--- src/rtl/alu_digit_serial.sv ---
// Digit-serial WIDTH-bit ALU (AND/OR/ADD/SLT with A/B invert), DIGIT bits per clock.
// Optional macro ALU_DIGIT_SERIAL_BYPASS_EN: logic ops complete in a single cycle.
module alu_digit_serial #(
    parameter int unsigned WIDTH = 32,
    parameter int unsigned DIGIT = 4
) (
    input  logic             clk,
    input  logic             rst_n,
    input  logic             start,
    input  logic [3:0]       ALU_ctl,
    input  logic [WIDTH-1:0] src1,
    input  logic [WIDTH-1:0] src2,
    output logic [WIDTH-1:0] result,
    output logic             zero,
    output logic             cout,
    output logic             overflow,
    output logic             busy,
    output logic             done
);

    localparam int unsigned N    = WIDTH / DIGIT;
    localparam int unsigned IdxW = (N > 1) ? $clog2(N) : 1;

    typedef enum logic [1:0] {StIdle, StRun, StDone} state_e;

    state_e            state_q, state_d;
    logic [WIDTH-1:0]  a_q, a_d, b_q, b_d;
    logic [3:0]        ctl_q, ctl_d;
    logic [IdxW-1:0]   idx_q, idx_d;
    logic              carry_q, carry_d;
    logic [WIDTH-1:0]  shadow_q, shadow_d;
    logic [WIDTH-1:0]  result_q, result_d;
    logic              zero_q, zero_d, cout_q, cout_d, ovf_q, ovf_d;

    int unsigned       base;
    logic [DIGIT-1:0]  a_dig, b_dig, sum_dig, op_dig;
    logic [DIGIT:0]    add_ext;
    logic              c_out, c_msb_in, dig_ovf;
`ifdef ALU_DIGIT_SERIAL_BYPASS_EN
    logic [WIDTH-1:0]  byp_a, byp_b;
`endif

    // Datapath for the digit currently selected by idx_q.
    always_comb begin
        base     = 32'(idx_q) * DIGIT;
        a_dig    = a_q[base +: DIGIT] ^ {DIGIT{ctl_q[3]}};
        b_dig    = b_q[base +: DIGIT] ^ {DIGIT{ctl_q[2]}};
        add_ext  = {1'b0, a_dig} + {1'b0, b_dig} + {{DIGIT{1'b0}}, carry_q};
        sum_dig  = add_ext[DIGIT-1:0];
        c_out    = add_ext[DIGIT];
        // Carry into the top bit of the digit, recovered from its sum bit.
        c_msb_in = sum_dig[DIGIT-1] ^ a_dig[DIGIT-1] ^ b_dig[DIGIT-1];
        dig_ovf  = c_msb_in ^ c_out;
        case (ctl_q[1:0])
            2'b00:   op_dig = a_dig & b_dig;
            2'b01:   op_dig = a_dig | b_dig;
            default: op_dig = sum_dig;
        endcase
    end

    always_comb begin
        state_d  = state_q;
        a_d      = a_q;
        b_d      = b_q;
        ctl_d    = ctl_q;
        idx_d    = idx_q;
        carry_d  = carry_q;
        shadow_d = shadow_q;
        result_d = result_q;
        zero_d   = zero_q;
        cout_d   = cout_q;
        ovf_d    = ovf_q;
`ifdef ALU_DIGIT_SERIAL_BYPASS_EN
        byp_a    = src1 ^ {WIDTH{ALU_ctl[3]}};
        byp_b    = src2 ^ {WIDTH{ALU_ctl[2]}};
`endif
        case (state_q)
            StIdle, StDone: begin
`ifdef ALU_DIGIT_SERIAL_BYPASS_EN
                if (start && !ALU_ctl[1]) begin
                    result_d = ALU_ctl[0] ? (byp_a | byp_b) : (byp_a & byp_b);
                    zero_d   = (result_d == '0);
                    cout_d   = 1'b0;
                    ovf_d    = 1'b0;
                    state_d  = StDone;
                end else
`endif
                if (start) begin
                    a_d     = src1;
                    b_d     = src2;
                    ctl_d   = ALU_ctl;
                    idx_d   = '0;
                    carry_d = ALU_ctl[2];
                    state_d = StRun;
                end else begin
                    state_d = StIdle;
                end
            end
            StRun: begin
                shadow_d[base +: DIGIT] = op_dig;
                carry_d = c_out;
                idx_d   = idx_q + 1'b1;
                if (idx_q == IdxW'(N - 1)) begin
                    idx_d   = '0;
                    state_d = StDone;
                    if (ctl_q[1:0] == 2'b11) begin
                        result_d = {{(WIDTH-1){1'b0}}, sum_dig[DIGIT-1] ^ dig_ovf};
                        cout_d   = c_out;
                        ovf_d    = 1'b0;
                    end else begin
                        result_d = shadow_d;
                        cout_d   = ctl_q[1] & c_out;
                        ovf_d    = ctl_q[1] & dig_ovf;
                    end
                    zero_d = (result_d == '0);
                end
            end
            default: state_d = StIdle;
        endcase
    end

    always_ff @(posedge clk or negedge rst_n) begin
        if (!rst_n) begin
            state_q  <= StIdle;
            a_q      <= '0;
            b_q      <= '0;
            ctl_q    <= '0;
            idx_q    <= '0;
            carry_q  <= 1'b0;
            shadow_q <= '0;
            result_q <= '0;
            zero_q   <= 1'b0;
            cout_q   <= 1'b0;
            ovf_q    <= 1'b0;
        end else begin
            state_q  <= state_d;
            a_q      <= a_d;
            b_q      <= b_d;
            ctl_q    <= ctl_d;
            idx_q    <= idx_d;
            carry_q  <= carry_d;
            shadow_q <= shadow_d;
            result_q <= result_d;
            zero_q   <= zero_d;
            cout_q   <= cout_d;
            ovf_q    <= ovf_d;
        end
    end

    assign result   = result_q;
    assign zero     = zero_q;
    assign cout     = cout_q;
    assign overflow = ovf_q;
    assign busy     = (state_q == StRun);
    assign done     = (state_q == StDone);

endmodule

--- config.mk ---
export PLATFORM = sky130hd
export DESIGN_NAME = alu_digit_serial
export DESIGN_NICKNAME = d
export VERILOG_FILES = /design/src/rtl/alu_digit_serial.sv
export SDC_FILE = /design/constraint.sdc
export NUM_CORES = 1
export LEC_CHECK = 0
export ABC_CLOCK_PERIOD_IN_PS = 4700
export CAP_MARGIN = 10
export CORE_UTILIZATION = 54
export DETAILED_ROUTE_END_ITERATION = 16
export PLACE_DENSITY = 0.87
export SLEW_MARGIN = 15
export SYNTH_ARGS = -nofsm -noshare
export SYNTH_HDL_FRONTEND = slang
export SYNTH_SLANG_ARGS = --single-unit
export TNS_END_PERCENT = 30
--- constraint.sdc ---
create_clock -name clk -period 4.7 [get_ports clk]
set_input_delay 0.47 -clock clk [delete_from_list [all_inputs] [get_ports clk]]
set_output_delay 0.47 -clock clk [all_outputs]
set_load 0.02 [all_outputs]
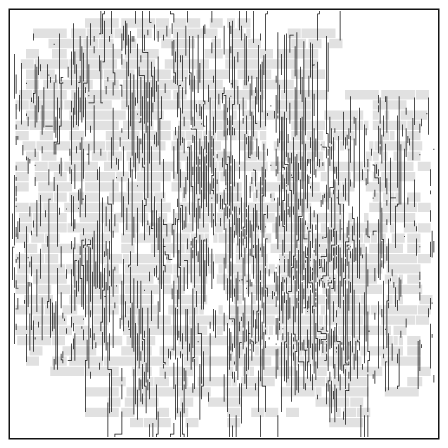
(images/layer_met2.png)
Cells faint in the background.
The layer carries 7,780 um of wire. The layer holds 50% of the routed length. 671 nets have wire on it. The wires run mostly vertical. The longest straight run is 52.4 um.

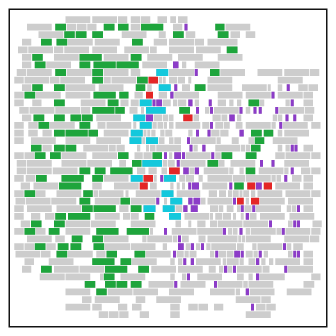
(images/logic_types.png)
Key: green = multiplexers [cells 108]; red = AND-OR and OR-AND gates [cells 10, where center]; purple = NAND gates [cells 89]; cyan = adder and majority cells [cells 17]

==> flow_metrics.py <==
# Auto-generated metrics
metrics = {
    "worst_setup_path": {
        "cpPeakStageDelay_ns": 0.66,
        "crit_type": "register to register",
        "critPathMaxFanout": 13,
        "worstPathCellList": "mux4_2 > mux2i_1 > xnor2_1 > inv_1 > fa_1 > fa_1 > xnor2_1 > nand2_1 > o21ai_0 > buf_4 > a22oi_1 > nand4_1 > nor3_1 > a31oi_1 > o31ai_2",
        "cp_top_family": "adder cells",
        "crit_path_top_delay_cell": "dfrtp_1",
        "reg2reg_from": "idx_q[0]",
        "critPathBufInv": 2,
        "cp-end-kind": "register",
        "critical_path_arrival_ns": 4.58,
    },
    "sta": {
        "period_needed_ns": 4.25,
        "final-setup-viol-count": 0,
        "clock_skew_ns": 0.00801,
        "max_freq_mhz": 235,
        "grt_setup_unrepaired": "false",
        "tns_ns": 0,
        "slew_headroom_pct": 39.8,
    },
    "synthesis": {
        "syn_inst": 564,
        "top_cell_area_share_pct": 52.5,
        "ys_seq_share_pct": 52.5,
        "ff_type": "dfrtp_1",
        "ys_cells": 564,
        "netlist_area_sq_um": 6720,
        "yosys_area_sq_um": 6720,
        "numSynthFlops": 141,
        "avgSynthCellArea_sq_um": 11.9,
    },
    "final_layout": {
        "inv_count": 18,
        "fillCellCount": 827,
        "seq-cell-share_pct": 41.4,
        "layout.nets": 752,
        "comb_share_pct": 35.0,
        "area_growth_pct": 26.9,
        "nonClkBufAreaFrac_pct": 13.4,
        "drive_gt1_share_pct": 20.2,
        "diodes": 0,
        "num-nonclk-buffers": 117,
    },
    "pwr": {
        "power_density_nw_per_um2": 888,
        "power_mw": 7.58,
    },
    "flow_run": {
        "tool_warnings": 37,
    },
    "routing": {
        "wl_mm": 15.6,
        "drt_first_iter_violations": 399,
        "wire_per_inst_um": 18.5,
        "via_per_inst": 5.87,
        "vias": 4959,
    },
    "floorplanning": {
        "die_y_um": 114,
        "nWellTaps": 168,
        "fp_util_pct": 55.7,
        "die-area_sq_um": 12900,
    },
    "clock_network": {
        "cts-root-buf": "clkbuf_16",
        "clock_path_buffers": 2,
        "insertion_delay_ns": 0.42,
        "cts_hold_buf": 0,
    },
    "global_routing": {
        "antenna_found_initial": 0,
        "track_usage_pct": 26.6,
        "grt_max_degree": 103,
        "grt_pass1_vias": 5134,
    },
    "hold_path": {
        "hp-class": "input pin to asynchronous set/reset pin",
    },
    "status": {
        "status": "finished, final reports clean",
    },
}
[power breakdown]
group	switching (mW)	total, mW	leakage, nW	internal (mW)
registers	0.396	2.14	1.79	1.75
logic	2.28	4.07	1.51	1.79
clock network	0.524	1.36	0.286	0.840
[path summary, 6_finish.rpt]
check | cells past startpoint | to
min | 1 | result[20]
max reg2reg | 15 | zero
max | 15 | zero
min reg2reg | 2 | result[2]
min in group clk | 2 | result[2]
max in group asynchronous | 2 | idx_q[2]
[logic make-up (layout without fill, tap and decap cells)]
kind of cell | Yosys count | after routing | synth area share (%)
AND-OR/OR-AND | 108 | 108 | 10.1
multiplexers | 108 | 108 | 20.5
AND/OR/NAND/NOR | 123 | 123 | 8.63
adder cells (fa/ha/maj) | 17 | 17 | 3.39
buffers and inverters | 54 | 167 | 3.27
flip-flops | 141 | 141 | 52.5
XOR/XNOR | 13 | 13 | 1.69
[stage by stage]
step / hold slack [ns] / instance area, sq um / std cells / setup WS, ns / util (%)
4_1_cts: 0.199 / 8530 / 845 / 0.439 / 70.7
2_1_floorplan: 0.174 / 6720 / 564 / 0.527 / -
3_5_place_dp: 0.470 / 7940 / 813 / 0.599 / 65.8
3_3_place_gp: 0.462 / 7940 / 813 / 0.769 / 65.8
6_report: 0.165 / 8530 / 845 / 0.450 / 70.7
5_1_grt: 0.228 / 8530 / 845 / 0.151 / 70.7
[flip-flops by register name (all words and copies together), names as in the netlist]
register,count
a_q,32
b_q,32
carry_q,1
cout,1
ctl_q,4
idx_q,3
overflow,1
result,32
shadow_q,32
state_q,2
zero,1
[synthesized netlist by cell type, types with 7 or more instances]
| cell type | number |
|---|---|
| nor2_1 | 10 |
| clkbuf_1 | 31 |
| xnor2_1 | 9 |
| dfrtp_1 | 141 |
| nor3_1 | 7 |
| nor2b_1 | 7 |
| nand2_1 | 72 |
| mux2_2 | 76 |
| ha_1 | 15 |
| inv_1 | 17 |
| mux2i_1 | 16 |
| a22oi_1 | 15 |
| mux4_2 | 16 |
| o21ai_0 | 60 |
[routing by layer]
metal | wire, um | vias up | global-route usage, % | part of all wire, %
met2 | 7780 | 238 | 44.6 | 50
met4 | 387 | 0 | 10.4 | 2.5
met1 | 6450 | 2450 | 34.0 | 41
met5 | 0 | - | 0 | 0
li1 | - | 2227 | - | -
met3 | 992 | 44 | 5.84 | 6.4
[placed cells by master, fill, tap and decap left out, drive strengths merged, types with 2 or more instances in the layout]
master / netlist / final
inv: 18 / 22
o31ai: 6 / 6
nand3b: 5 / 5
nor2: 10 / 10
a31oi: 3 / 3
nor3b: 2 / 2
clkbuf: 31 / 20
nand2b: 2 / 2
nand4: 5 / 5
and2: 2 / 2
xor2: 4 / 4
clkinvlp: 0 / 2
nor2b: 7 / 7
clkinv: 0 / 3
clkdlybuf4s50: 0 / 106
o41ai: 5 / 5
xnor2: 9 / 9
mux4: 16 / 16
mux2i: 16 / 16
a32oi: 3 / 3
a22oi: 15 / 15
buf: 5 / 11
dfrtp: 141 / 141
nand2: 72 / 72
a22o: 4 / 4
a21oi: 5 / 5
bufinv: 0 / 3
mux2: 76 / 76
nor3: 7 / 7
nor4: 4 / 4
ha: 15 / 15
nand3: 5 / 5
fa: 2 / 2
o21ai: 60 / 60
Power is estimated from default activity; no workload was simulated.
